run_1/sizes.png
(2 px per um)
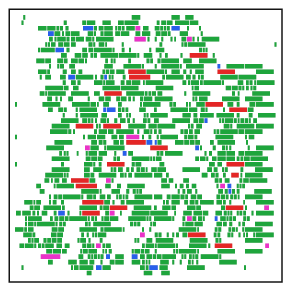
run_1/power_grid.png
(3 px per um) Pins as bars on the die edge.
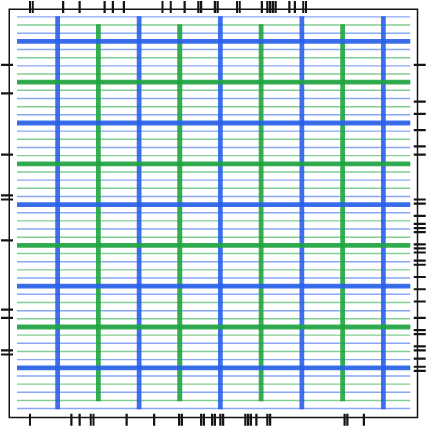
run_1/detail.png
Region (43, 70) to (93, 120) um. Cells in gray, sequential cells in the stronger gray; small squares are vias.
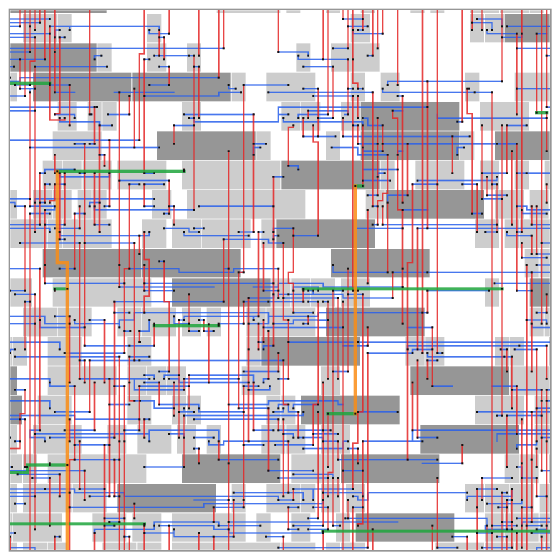
run_1/metal_density.png
(3 px per um) The die is cut into 27 by 27 equal tiles; dark purple is low, yellow is high, scaled to the fullest tile. Values are wire area over tile area, all layers added.
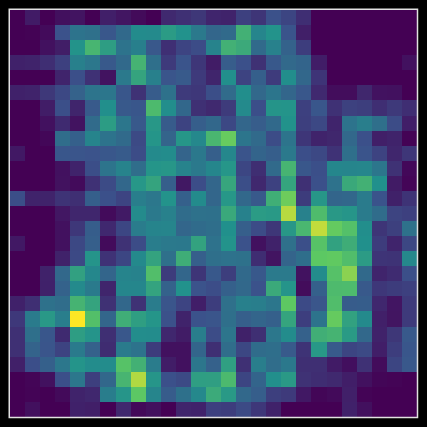
--- src/rtl/video_timing_gen_if.sv ---
// video_timing_gen_if
//   Groups the per-frame configuration inputs and the raster outputs of
//   video_timing_gen.
//   master : the timing generator (reads config, drives video)
//   slave  : the consumer/controller (drives config, reads video)
//   Config : i_en, i_pat_sel, i_vsw/i_vbp/i_vact/i_vfp, i_hsw/i_hbp/i_hact/i_hfp
//   Video  : o_vsync, o_hsync, o_de, o_red/o_green/o_blue, o_frame_done
interface video_timing_gen_if #(
   parameter int unsigned VER_WIDTH = 6,
   parameter int unsigned HOR_WIDTH = 6,
   parameter int unsigned RGB_WIDTH = 10
);
   logic                 i_en;
   logic [1:0]           i_pat_sel;
   logic [VER_WIDTH-1:0] i_vsw;
   logic [VER_WIDTH-1:0] i_vbp;
   logic [VER_WIDTH-1:0] i_vact;
   logic [VER_WIDTH-1:0] i_vfp;
   logic [HOR_WIDTH-1:0] i_hsw;
   logic [HOR_WIDTH-1:0] i_hbp;
   logic [HOR_WIDTH-1:0] i_hact;
   logic [HOR_WIDTH-1:0] i_hfp;
   logic                 o_vsync;
   logic                 o_hsync;
   logic                 o_de;
   logic [RGB_WIDTH-1:0] o_red;
   logic [RGB_WIDTH-1:0] o_green;
   logic [RGB_WIDTH-1:0] o_blue;
   logic                 o_frame_done;

   modport master (
      input  i_en, i_pat_sel, i_vsw, i_vbp, i_vact, i_vfp,
             i_hsw, i_hbp, i_hact, i_hfp,
      output o_vsync, o_hsync, o_de, o_red, o_green, o_blue, o_frame_done
   );

   modport slave (
      output i_en, i_pat_sel, i_vsw, i_vbp, i_vact, i_vfp,
             i_hsw, i_hbp, i_hact, i_hfp,
      input  o_vsync, o_hsync, o_de, o_red, o_green, o_blue, o_frame_done
   );
endinterface

--- src/rtl/video_timing_gen.sv ---
// video_timing_gen
//   Programmable raster source. Generates vsync/hsync/de and an RGB test
//   pattern from timing fields latched at every frame start.
//   clk  : single clock
//   rst  : asynchronous, active-high reset
//   vif  : video_timing_gen_if.master (config in, registered video out)
module video_timing_gen #(
   parameter int unsigned VER_WIDTH = 6,
   parameter int unsigned HOR_WIDTH = 6,
   parameter int unsigned RGB_WIDTH = 10
) (
   input  logic               clk,
   input  logic               rst,
   video_timing_gen_if.master vif
);
   localparam int unsigned HW2 = HOR_WIDTH + 2;
   localparam int unsigned VW2 = VER_WIDTH + 2;

   typedef enum logic {ST_IDLE, ST_RUN} state_t;

   state_t state, state_nxt;
   logic   load;

   // Shadow config is kept as cumulative phase boundaries so the phase of
   // the current position is a plain compare against the counters.
   logic [HW2-1:0]       h_cnt, s_hsw, s_hb, s_ha, s_hlast;
   logic [VW2-1:0]       v_cnt, s_vsw, s_vb, s_va, s_vlast;
   logic [1:0]           s_pat;
   logic [RGB_WIDTH-1:0] frame_cnt;

   logic [HW2-1:0]       n_hb, n_ha, n_hsum, n_hlast;
   logic [VW2-1:0]       n_vb, n_va, n_vsum, n_vlast;

   logic                 line_end, frame_end;
   logic                 vs_c, hs_c, de_c;
   logic [HOR_WIDTH-1:0] x_c;
   logic [VER_WIDTH-1:0] y_c;
   logic [RGB_WIDTH-1:0] rx, ry, r_c, g_c, b_c;

   // A zero-length line/frame collapses to a single blank cycle/line.
   always_comb begin
      n_hb    = HW2'(vif.i_hsw) + HW2'(vif.i_hbp);
      n_ha    = n_hb + HW2'(vif.i_hact);
      n_hsum  = n_ha + HW2'(vif.i_hfp);
      n_hlast = (n_hsum == '0) ? '0 : n_hsum - HW2'(1);
      n_vb    = VW2'(vif.i_vsw) + VW2'(vif.i_vbp);
      n_va    = n_vb + VW2'(vif.i_vact);
      n_vsum  = n_va + VW2'(vif.i_vfp);
      n_vlast = (n_vsum == '0) ? '0 : n_vsum - VW2'(1);
   end

   assign line_end  = (h_cnt == s_hlast);
   assign frame_end = (state == ST_RUN) && line_end && (v_cnt == s_vlast);

   always_ff @(posedge clk or posedge rst) begin
      if (rst) state <= ST_IDLE;
      else     state <= state_nxt;
   end

   always_comb begin
      state_nxt = state;
      load      = 1'b0;
      case (state)
         ST_IDLE: begin
            if (vif.i_en) begin
               state_nxt = ST_RUN;
               load      = 1'b1;
            end
         end
         ST_RUN: begin
            if (frame_end) begin
               if (vif.i_en) load      = 1'b1;
               else          state_nxt = ST_IDLE;
            end
         end
         default: state_nxt = ST_IDLE;
      endcase
   end

   always_ff @(posedge clk or posedge rst) begin
      if (rst) begin
         h_cnt   <= '0;
         v_cnt   <= '0;
         s_hsw   <= '0;
         s_hb    <= '0;
         s_ha    <= '0;
         s_hlast <= '0;
         s_vsw   <= '0;
         s_vb    <= '0;
         s_va    <= '0;
         s_vlast <= '0;
         s_pat   <= '0;
      end else if (load) begin
         h_cnt   <= '0;
         v_cnt   <= '0;
         s_hsw   <= HW2'(vif.i_hsw);
         s_hb    <= n_hb;
         s_ha    <= n_ha;
         s_hlast <= n_hlast;
         s_vsw   <= VW2'(vif.i_vsw);
         s_vb    <= n_vb;
         s_va    <= n_va;
         s_vlast <= n_vlast;
         s_pat   <= vif.i_pat_sel;
      end else if (state == ST_RUN) begin
         if (line_end) begin
            h_cnt <= '0;
            v_cnt <= (v_cnt == s_vlast) ? '0 : v_cnt + VW2'(1);
         end else begin
            h_cnt <= h_cnt + HW2'(1);
         end
      end
   end

   always_ff @(posedge clk or posedge rst) begin
      if (rst)            frame_cnt <= '0;
      else if (frame_end) frame_cnt <= frame_cnt + RGB_WIDTH'(1);
   end

   // Raster decode of the current position; registered below.
   always_comb begin
      vs_c = (v_cnt < s_vsw);
      hs_c = (h_cnt < s_hsw);
      de_c = (v_cnt >= s_vb) && (v_cnt < s_va) &&
             (h_cnt >= s_hb) && (h_cnt < s_ha);
      x_c  = HOR_WIDTH'(h_cnt - s_hb);
      y_c  = VER_WIDTH'(v_cnt - s_vb);
      rx   = RGB_WIDTH'(x_c);
      ry   = RGB_WIDTH'(y_c);
      r_c  = '0;
      g_c  = '0;
      b_c  = '0;
      if (de_c) begin
         case (s_pat)
            2'd0: begin r_c = rx;      g_c = rx;      b_c = rx;        end
            2'd1: begin r_c = ry;      g_c = ry;      b_c = ry;        end
            2'd2: begin r_c = rx ^ ry; g_c = rx ^ ry; b_c = rx ^ ry;   end
            default: begin r_c = rx;   g_c = ry;      b_c = frame_cnt; end
         endcase
      end
   end

   always_ff @(posedge clk or posedge rst) begin
      if (rst) begin
         vif.o_vsync      <= 1'b0;
         vif.o_hsync      <= 1'b0;
         vif.o_de         <= 1'b0;
         vif.o_red        <= '0;
         vif.o_green      <= '0;
         vif.o_blue       <= '0;
         vif.o_frame_done <= 1'b0;
      end else if (state == ST_RUN) begin
         vif.o_vsync      <= vs_c;
         vif.o_hsync      <= hs_c;
         vif.o_de         <= de_c;
         vif.o_red        <= r_c;
         vif.o_green      <= g_c;
         vif.o_blue       <= b_c;
         vif.o_frame_done <= frame_end;
      end else begin
         vif.o_vsync      <= 1'b0;
         vif.o_hsync      <= 1'b0;
         vif.o_de         <= 1'b0;
         vif.o_red        <= '0;
         vif.o_green      <= '0;
         vif.o_blue       <= '0;
         vif.o_frame_done <= 1'b0;
      end
   end
endmodule

--- src/flat_wrapper.sv ---
// flat-port wrapper written by rule: the top's interface ports become plain ports
module video_timing_gen_flat 
#(
   parameter int unsigned VER_WIDTH = 6,
   parameter int unsigned HOR_WIDTH = 6,
   parameter int unsigned RGB_WIDTH = 10
)
  (clk, rst, vif_i_en, vif_i_pat_sel, vif_i_vsw, vif_i_vbp, vif_i_vact, vif_i_vfp, vif_i_hsw, vif_i_hbp, vif_i_hact, vif_i_hfp, vif_o_vsync, vif_o_hsync, vif_o_de, vif_o_red, vif_o_green, vif_o_blue, vif_o_frame_done);
  video_timing_gen_if #(.VER_WIDTH(VER_WIDTH), .HOR_WIDTH(HOR_WIDTH), .RGB_WIDTH(RGB_WIDTH)) vif_i ();
  input  logic clk;
  input  logic rst;
  input wire logic [$bits(vif_i.i_en)-1:0] vif_i_en;
  input wire logic [$bits(vif_i.i_pat_sel)-1:0] vif_i_pat_sel;
  input wire logic [$bits(vif_i.i_vsw)-1:0] vif_i_vsw;
  input wire logic [$bits(vif_i.i_vbp)-1:0] vif_i_vbp;
  input wire logic [$bits(vif_i.i_vact)-1:0] vif_i_vact;
  input wire logic [$bits(vif_i.i_vfp)-1:0] vif_i_vfp;
  input wire logic [$bits(vif_i.i_hsw)-1:0] vif_i_hsw;
  input wire logic [$bits(vif_i.i_hbp)-1:0] vif_i_hbp;
  input wire logic [$bits(vif_i.i_hact)-1:0] vif_i_hact;
  input wire logic [$bits(vif_i.i_hfp)-1:0] vif_i_hfp;
  output wire logic [$bits(vif_i.o_vsync)-1:0] vif_o_vsync;
  output wire logic [$bits(vif_i.o_hsync)-1:0] vif_o_hsync;
  output wire logic [$bits(vif_i.o_de)-1:0] vif_o_de;
  output wire logic [$bits(vif_i.o_red)-1:0] vif_o_red;
  output wire logic [$bits(vif_i.o_green)-1:0] vif_o_green;
  output wire logic [$bits(vif_i.o_blue)-1:0] vif_o_blue;
  output wire logic [$bits(vif_i.o_frame_done)-1:0] vif_o_frame_done;
  assign vif_i.i_en = vif_i_en;
  assign vif_i.i_pat_sel = vif_i_pat_sel;
  assign vif_i.i_vsw = vif_i_vsw;
  assign vif_i.i_vbp = vif_i_vbp;
  assign vif_i.i_vact = vif_i_vact;
  assign vif_i.i_vfp = vif_i_vfp;
  assign vif_i.i_hsw = vif_i_hsw;
  assign vif_i.i_hbp = vif_i_hbp;
  assign vif_i.i_hact = vif_i_hact;
  assign vif_i.i_hfp = vif_i_hfp;
  assign vif_o_vsync = vif_i.o_vsync;
  assign vif_o_hsync = vif_i.o_hsync;
  assign vif_o_de = vif_i.o_de;
  assign vif_o_red = vif_i.o_red;
  assign vif_o_green = vif_i.o_green;
  assign vif_o_blue = vif_i.o_blue;
  assign vif_o_frame_done = vif_i.o_frame_done;
  video_timing_gen #(.VER_WIDTH(VER_WIDTH), .HOR_WIDTH(HOR_WIDTH), .RGB_WIDTH(RGB_WIDTH)) u_core (.clk(clk), .rst(rst), .vif(vif_i));
endmodule
--- config.mk ---
export PLATFORM = sky130hd
export DESIGN_NAME = video_timing_gen_flat
export DESIGN_NICKNAME = d
export VERILOG_FILES = /design/src/rtl/video_timing_gen_if.sv /design/src/rtl/video_timing_gen.sv /design/src/flat_wrapper.sv
export SDC_FILE = /design/constraint.sdc
export NUM_CORES = 1
export LEC_CHECK = 0
export CAP_MARGIN = 30
export CORE_MARGIN = 2
export CORE_UTILIZATION = 45
export CTS_CLUSTER_DIAMETER = 50
export DETAILED_ROUTE_END_ITERATION = 8
export DONT_BUFFER_PORTS = 1
export PLACE_DENSITY = 0.58
export SLEW_MARGIN = 15
export SYNTH_ARGS = -nofsm -noshare
export SYNTH_HDL_FRONTEND = slang
export SYNTH_SLANG_ARGS = --single-unit
export TNS_END_PERCENT = 5
--- constraint.sdc ---
create_clock -name clk -period 5.15 [get_ports clk]
set_input_delay 1.2875 -clock clk [delete_from_list [all_inputs] [get_ports clk]]
set_output_delay 1.2875 -clock clk [all_outputs]
set_load 0.01 [all_outputs]
==> flow_metrics.py, run 1 <==
# Metrics from the implementation run
metrics = {
    "cells_and_area": {
        "buf_share_pct": 1.058,
        "dominant_cells": "multi-input combinational cells",
        "combGateArea_um2": 4573,
        "comb_area_share_pct": 52.95,
        "fill_cells": 1624,
        "seqAreaFraction_pct": 32.74,
        "buffers": 9,
        "diodes": 0,
        "layout.nets": 1019,
        "mostFrequentLayoutCells": "dfrtp_1 (113), nand2_1 (95), o21ai_0 (86), ha_1 (84), inv_1 (74)",
        "fin_area_um2": 8637,
        "clk_share_pct": 6.664,
        "utilization_pct": 50.46,
        "drive_gt1_share_pct": 6.546,
        "syn_to_final_growth_pct": 10.86,
        "comb_cells": 657,
        "nClkBuffers": 19,
        "num-nonclk-inverters": 76,
    },
    "logic_synthesis": {
        "ys_sh_simple_pct": 14.95,
        "synthFlopType": "dfrtp_1",
        "synth_top_area_share_pct": 36.29,
        "yosys_area_um2": 7791,
        "ys.flops": 113,
        "edf_count": 0,
        "synth.most_common_cell": "dfrtp_1",
        "synth_stat.cells": 868,
        "topCellsByArea": "dfrtp_1 (36%), ha_1 (13%), o21ai_0 (5.5%)",
        "syn_area_per_cell_um2": 8.976,
        "aoi_share_pct": 19.74,
        "synthArstFlopShare_pct": 100.0,
        "synthCells": 868,
        "ys_sh_xor_pct": 7.885,
        "ys_seq_share_pct": 36.29,
    },
    "critical_path": {
        "cp_slowest_cell": "fa_1",
        "cp_common_cell": "ha_1",
        "crit_required_ps": 5490,
        "ff2ff_setup_slack_ps": 2230,
        "worstPathArrival_ps": 5230,
        "worstPathCellList": "ha_1 > fa_1 > xor2_1 > ha_1 > nor2b_1 > o31ai_1 > a21boi_0 > ha_1 > xor2_1 > or2_1 > or3_1 > or4_1 > a31oi_1",
        "crit_type": "input pin to register",
        "cp-start-kind": "input pin",
        "r2r-start": "u_core.v_cnt[0]",
        "r2r_cells": 12,
        "path_delay_family": "adder cells",
        "worstReg2RegEnd": "u_core.vif.o_blue[3]",
    },
    "clocking": {
        "cts_tree": "yes",
        "h-tree-depth": 4,
        "cts.sinks": 113,
        "postCtsResizedCells": 0,
        "clk_latency_ps": 420,
        "cts_max_path_buffers": 2,
    },
    "power_and_ir_drop": {
        "power_density_nw_per_um2": 524.5,
        "finalPower_mw": 4.530,
    },
    "routing": {
        "wl_per_cell_um": 16.04,
        "drt_pass1_iterations": 7,
        "dr_total_vias": 6114,
        "routed_wl_um": 17820,
        "via_per_inst": 5.503,
    },
    "final_timing": {
        "hold_slack_ps": 470.8,
        "worst_pin_slew_ps": 652.2,
        "finalSetupViolations": 0,
        "drv_slew": 0,
        "fin_skew_ps": 10.42,
        "hold_viol_final": 0,
    },
    "die": {
        "taps": 225,
        "die_h_um": 135.6,
        "std_cell_rows": 48,
        "initCoreUtil_pct": 45.52,
        "core_um2": 17120,
        "die_w_um": 135.6,
        "die_area_um2": 18380,
    },
    "global_route": {
        "gr-total-overflow": 0,
        "top_usage_layer": "met2",
        "grt_max_degree": 53,
        "grt_util_met2_pct": 34.20,
    },
    "job": {
        "maxCapViolCount": 0,
    },
    "min_path": {
        "min_from": "u_core.frame_cnt[9]",
        "holdPathEnd": "u_core.frame_cnt[9]",
        "min_path_type": "register to register",
    },
    "placement": {
        "gp_congestion": 0.8134,
        "pre_cts_ws_ps": -85.08,
        "dp.cells": 1080,
        "dp_hpwl_um": 13930,
    },
    "status": {
        "status": "complete, no violations",
    },
}
## Picture notes: sizes.png
_3 and _4 cells -> magenta  # cells 14, share 1.6%
_6 and larger -> red  # cells 22, share 2.5%
_0 and _1 cells -> green  # cells 828, share 93%
_2 cells -> blue  # cells 22, share 2.5%

## Picture notes: power_grid.png
VDD -> green
VSS -> blue
met4 straps = 9
rows = 48

## Picture notes: detail.png
metal 1 -> blue
metal 2 -> red
metal 3 -> green
metal 4 -> orange
netlist names of flops here include = u_core.h_cnt (8), u_core.s_ha (5), u_core.s_hb (4)
cells with their middle in the window = 158
sequential cells in the window = 23
most frequent = o21ai_0 (24), dfrtp_1 (23), nand2_1 (20)

## Picture notes: metal_density.png
tiles over half the peak = 14%
mean over tiles = 0.15
fullest tile = 0.57

-- run 1: routing by layer --
metal / vias up / share of wire, %
met1: 2921 / 44
met3: 39 / 3.8
met4: 0 / 3.2
li1: 3029 / -
met2: 125 / 49
met5: - / 0
-- run 1: power by group --
| part | switching, mW | total, mW | internal (mW) |
|---|---|---|---|
| clock | 0.401 | 1.15 | 0.749 |
| sequential | 0.244 | 1.33 | 1.08 |
| combinational | 1.17 | 2.05 | 0.878 |
-- run 1: how the worst max path moves through the flow --
stage,start,to,slack (ps),depth (start not counted)
3_5_place_dp,vif_i_vbp[0],u_core.s_vlast[7],-90,13
6_report,vif_i_vbp[0],u_core.s_vlast[7],260,13
3_3_place_gp,vif_i_hbp[0],u_core.s_hlast[7],160,14
4_1_cts,vif_i_vbp[0],u_core.s_vlast[7],350,13
5_1_grt,vif_i_vbp[0],u_core.s_vlast[5],60,14
2_1_floorplan,vif_i_hbp[0],u_core.s_hlast[7],320,13
-- run 1: registers in the layout, summed over array words and instances, names as in the netlist, 2 cells and up --
name	flops
u_core.frame_cnt	10
u_core.h_cnt	8
u_core.s_ha	8
u_core.s_hb	7
u_core.s_hlast	8
u_core.s_hsw	6
u_core.s_pat	2
u_core.s_va	8
u_core.s_vb	7
u_core.s_vlast	8
u_core.s_vsw	6
u_core.v_cnt	8
u_core.vif.o_blue	10
u_core.vif.o_green	6
u_core.vif.o_red	6
-- run 1: logic make-up after synthesis --
logic type / count (synthesis)
compound gates: 246
other cells: 1
simple gates: 243
flops: 113
xor+xnor: 68
buf+inv: 105
fa+ha+maj: 92
==> run 2, diff against run 1 <==
CORE_MARGIN = 8   (was 2)
run_2/detail.png
Region (49, 78) to (99, 128) um. Cells in gray, sequential cells in the stronger gray; small squares are vias.
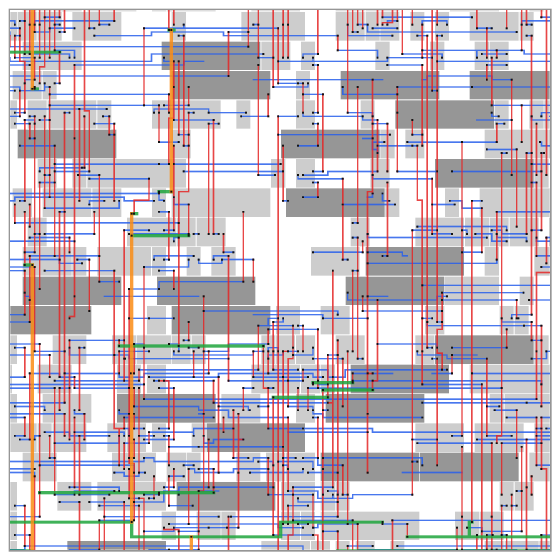
metal 3 -> green
metal 1 -> blue
metal 2 -> red
metal 4 -> orange
cells with their middle in the window = 159
most frequent = nand2_1 (25), dfrtp_1 (23), o21ai_0 (22)
sequential cells in the window = 23
netlist names of flops here include = u_core.h_cnt (7), u_core.s_ha (6), u_core.s_hb (5)

==> run 2 against run 1 <==
Sequential share of layout area barely moved. Global-route usage decreased by 2.9 points. Clock skew grew 0.60 ps. Via count down 0.49%. Worst hold slack better by 4.9 ps. Cell count down 0.18%. Clock-buffer cell count is 5 higher. Critical path type unchanged. Highest routed layer unchanged.
==> flow_metrics.py, run 2 <==
# Metrics from the implementation run
metrics = {
    "status": {
        "status": "complete, no violations",
    },
    "cells_and_area": {
        "fill_cells": 1625,
        "diodes": 0,
        "mostFrequentLayoutCells": "dfrtp_1 (113), nand2_1 (95), o21ai_0 (86), ha_1 (84), inv_1 (74)",
        "reg_top3": "u_core.frame_cnt x10, u_core.vif.o_blue x10",
        "syn_to_final_growth_pct": 10.92,
    },
    "placement": {
        "dp_hpwl_um": 14430,
        "pre_cts_ws_ps": -132.1,
    },
    "critical_path": {
        "worstPathArrival_ps": 5210,
        "worstReg2RegEnd": "u_core.s_hlast[6]",
        "cp_slowest_cell": "fa_1",
        "cp-start-kind": "input pin",
        "r2r_cells": 9,
        "crit_required_ps": 5480,
        "worstPathCellList": "ha_1 > fa_1 > xor2_1 > ha_1 > nor2b_1 > o31ai_1 > a21boi_0 > ha_1 > xor2_1 > or2_1 > or3_1 > or4_1 > a31oi_1",
        "cp_common_cell": "ha_1",
        "crit_type": "input pin to register",
    },
    "logic_synthesis": {
        "yosys_area_um2": 7791,
        "topCellsByArea": "dfrtp_1 (36%), ha_1 (13%), o21ai_0 (5.5%)",
        "edf_count": 0,
        "synth_stat.cells": 868,
        "synth_top_area_share_pct": 36.29,
        "synthCells": 868,
        "ys_seq_share_pct": 36.29,
        "synth.most_common_cell": "dfrtp_1",
        "synthArstFlopShare_pct": 100.0,
    },
    "final_timing": {
        "hold_viol_final": 0,
        "finalSetupViolations": 0,
        "worst_pin_slew_ps": 808.3,
        "fin_skew_ps": 11.02,
        "setup_ws_ps": 267.9,
        "drv_slew": 0,
        "rsz0062_at_grt": "false",
    },
    "power_and_ir_drop": {
        "p_sw_mw": 1.808,
        "swShare_pct": 39.96,
        "power.group.top": "combinational logic",
        "clockPowerShare_pct": 25.2,
        "p_int_mw": 2.716,
        "p_seq_share_pct": 29.4,
        "p_comb_mw": 2.05,
        "powerSeq_mw": 1.33,
        "power_density_nw_per_um2": 523.5,
    },
    "clocking": {
        "cts_tree": "yes",
        "h-tree-depth": 4,
        "postCtsResizedCells": 0,
        "cts_max_path_buffers": 2,
        "clk_latency_ps": 410,
    },
    "global_route": {
        "gr-total-overflow": 0,
        "grt_max_degree": 55,
    },
    "routing": {
        "routed_wl_um": 18430,
        "wl_per_cell_um": 16.62,
        "dr_total_vias": 6084,
        "drt_pass1_iterations": 4,
        "via_per_inst": 5.486,
    },
    "die": {
        "die_area_um2": 21780,
        "core_um2": 17120,
        "std_cell_rows": 48,
        "die_w_um": 147.6,
    },
    "job": {
        "maxCapViolCount": 0,
    },
    "min_path": {
        "min_path_type": "register to register",
        "holdPathEnd": "u_core.s_ha[0]",
    },
}
run_2/metal_density.png
(2 px per um) The die is cut into 30 by 30 equal tiles; dark purple is low, yellow is high, scaled to the fullest tile. Values are wire area over tile area, all layers added.
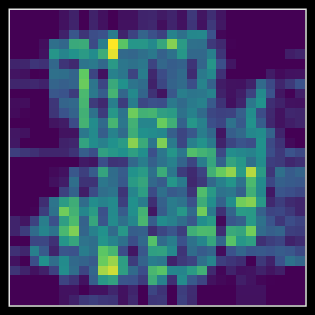
densest ninth of the die = middle
fullest tile = 0.53
tiles over half the peak = 14%
emptiest ninth of the die = top right
mean over tiles = 0.13
nearly empty tiles = 20%

## run 2: cell counts after synthesis
No cell type changed its count.
## run 2: cell type report
cell class                 instances  area, um2  area share, %
clock buffer                      24      491.7          5.690
clock inverter                     6      80.08         0.9266
inverter                          76      287.8          3.330
multi-input combinational        657       4573          52.92
sequential                       113       2828          32.72
tap                              225      281.5          3.258
timing repair buffer               8      100.1          1.158
## run 2: worst max path at each step
stage | startpoint | endpoint | slack [ps]
after floorplan | vif_i_hbp[0] | u_core.s_hlast[7] | 320
after global placement | vif_i_vbp[0] | u_core.s_vlast[7] | 120
after detailed placement | vif_i_vbp[0] | u_core.s_vlast[7] | -130
after CTS | vif_i_vbp[0] | u_core.s_vlast[7] | 300
after global routing | vif_i_vbp[0] | u_core.s_vlast[5] | 90
final | vif_i_vbp[0] | u_core.s_vlast[7] | 270
## run 2: per-layer routing
metal	routed length, um	track usage [%]	up-vias
met2	8828	28.62	142
li1	-	-	3037
met1	8241	21.45	2866
met3	878	4.555	39
met5	0	0	-
met4	483	7.802	0
## run 2: worst max-delay path, delay by kind of cell
family	cells	cell delay, ps
simple gates	4	1240
fa+ha+maj	4	1320
xor+xnor	2	510
compound gates	3	870
## run 2: cell families after synthesis
logic type	share of synthesized area [%]
AND-OR/OR-AND	19.74
XOR/XNOR	7.885
adder cells (fa/ha/maj)	15.55
buffers and inverters	5.540
flip-flops	36.29
other	0.04813
AND/OR/NAND/NOR	14.95
## run 2: per-stage QoR
step	std cells	cell area [um2]	power [mW]	util [%]	hold slack (ps)
floorplan	875	7818	2.891	-	440.1
global placement	1077	8015	3.295	46.83	462.4
detailed placement	1078	8043	3.385	46.99	468.8
CTS	1108	8615	4.546	50.33	481.1
global route	1109	8642	4.893	50.49	505.2
finish	1109	8642	4.524	50.49	475.7
Power and IR drop assume default switching activity.
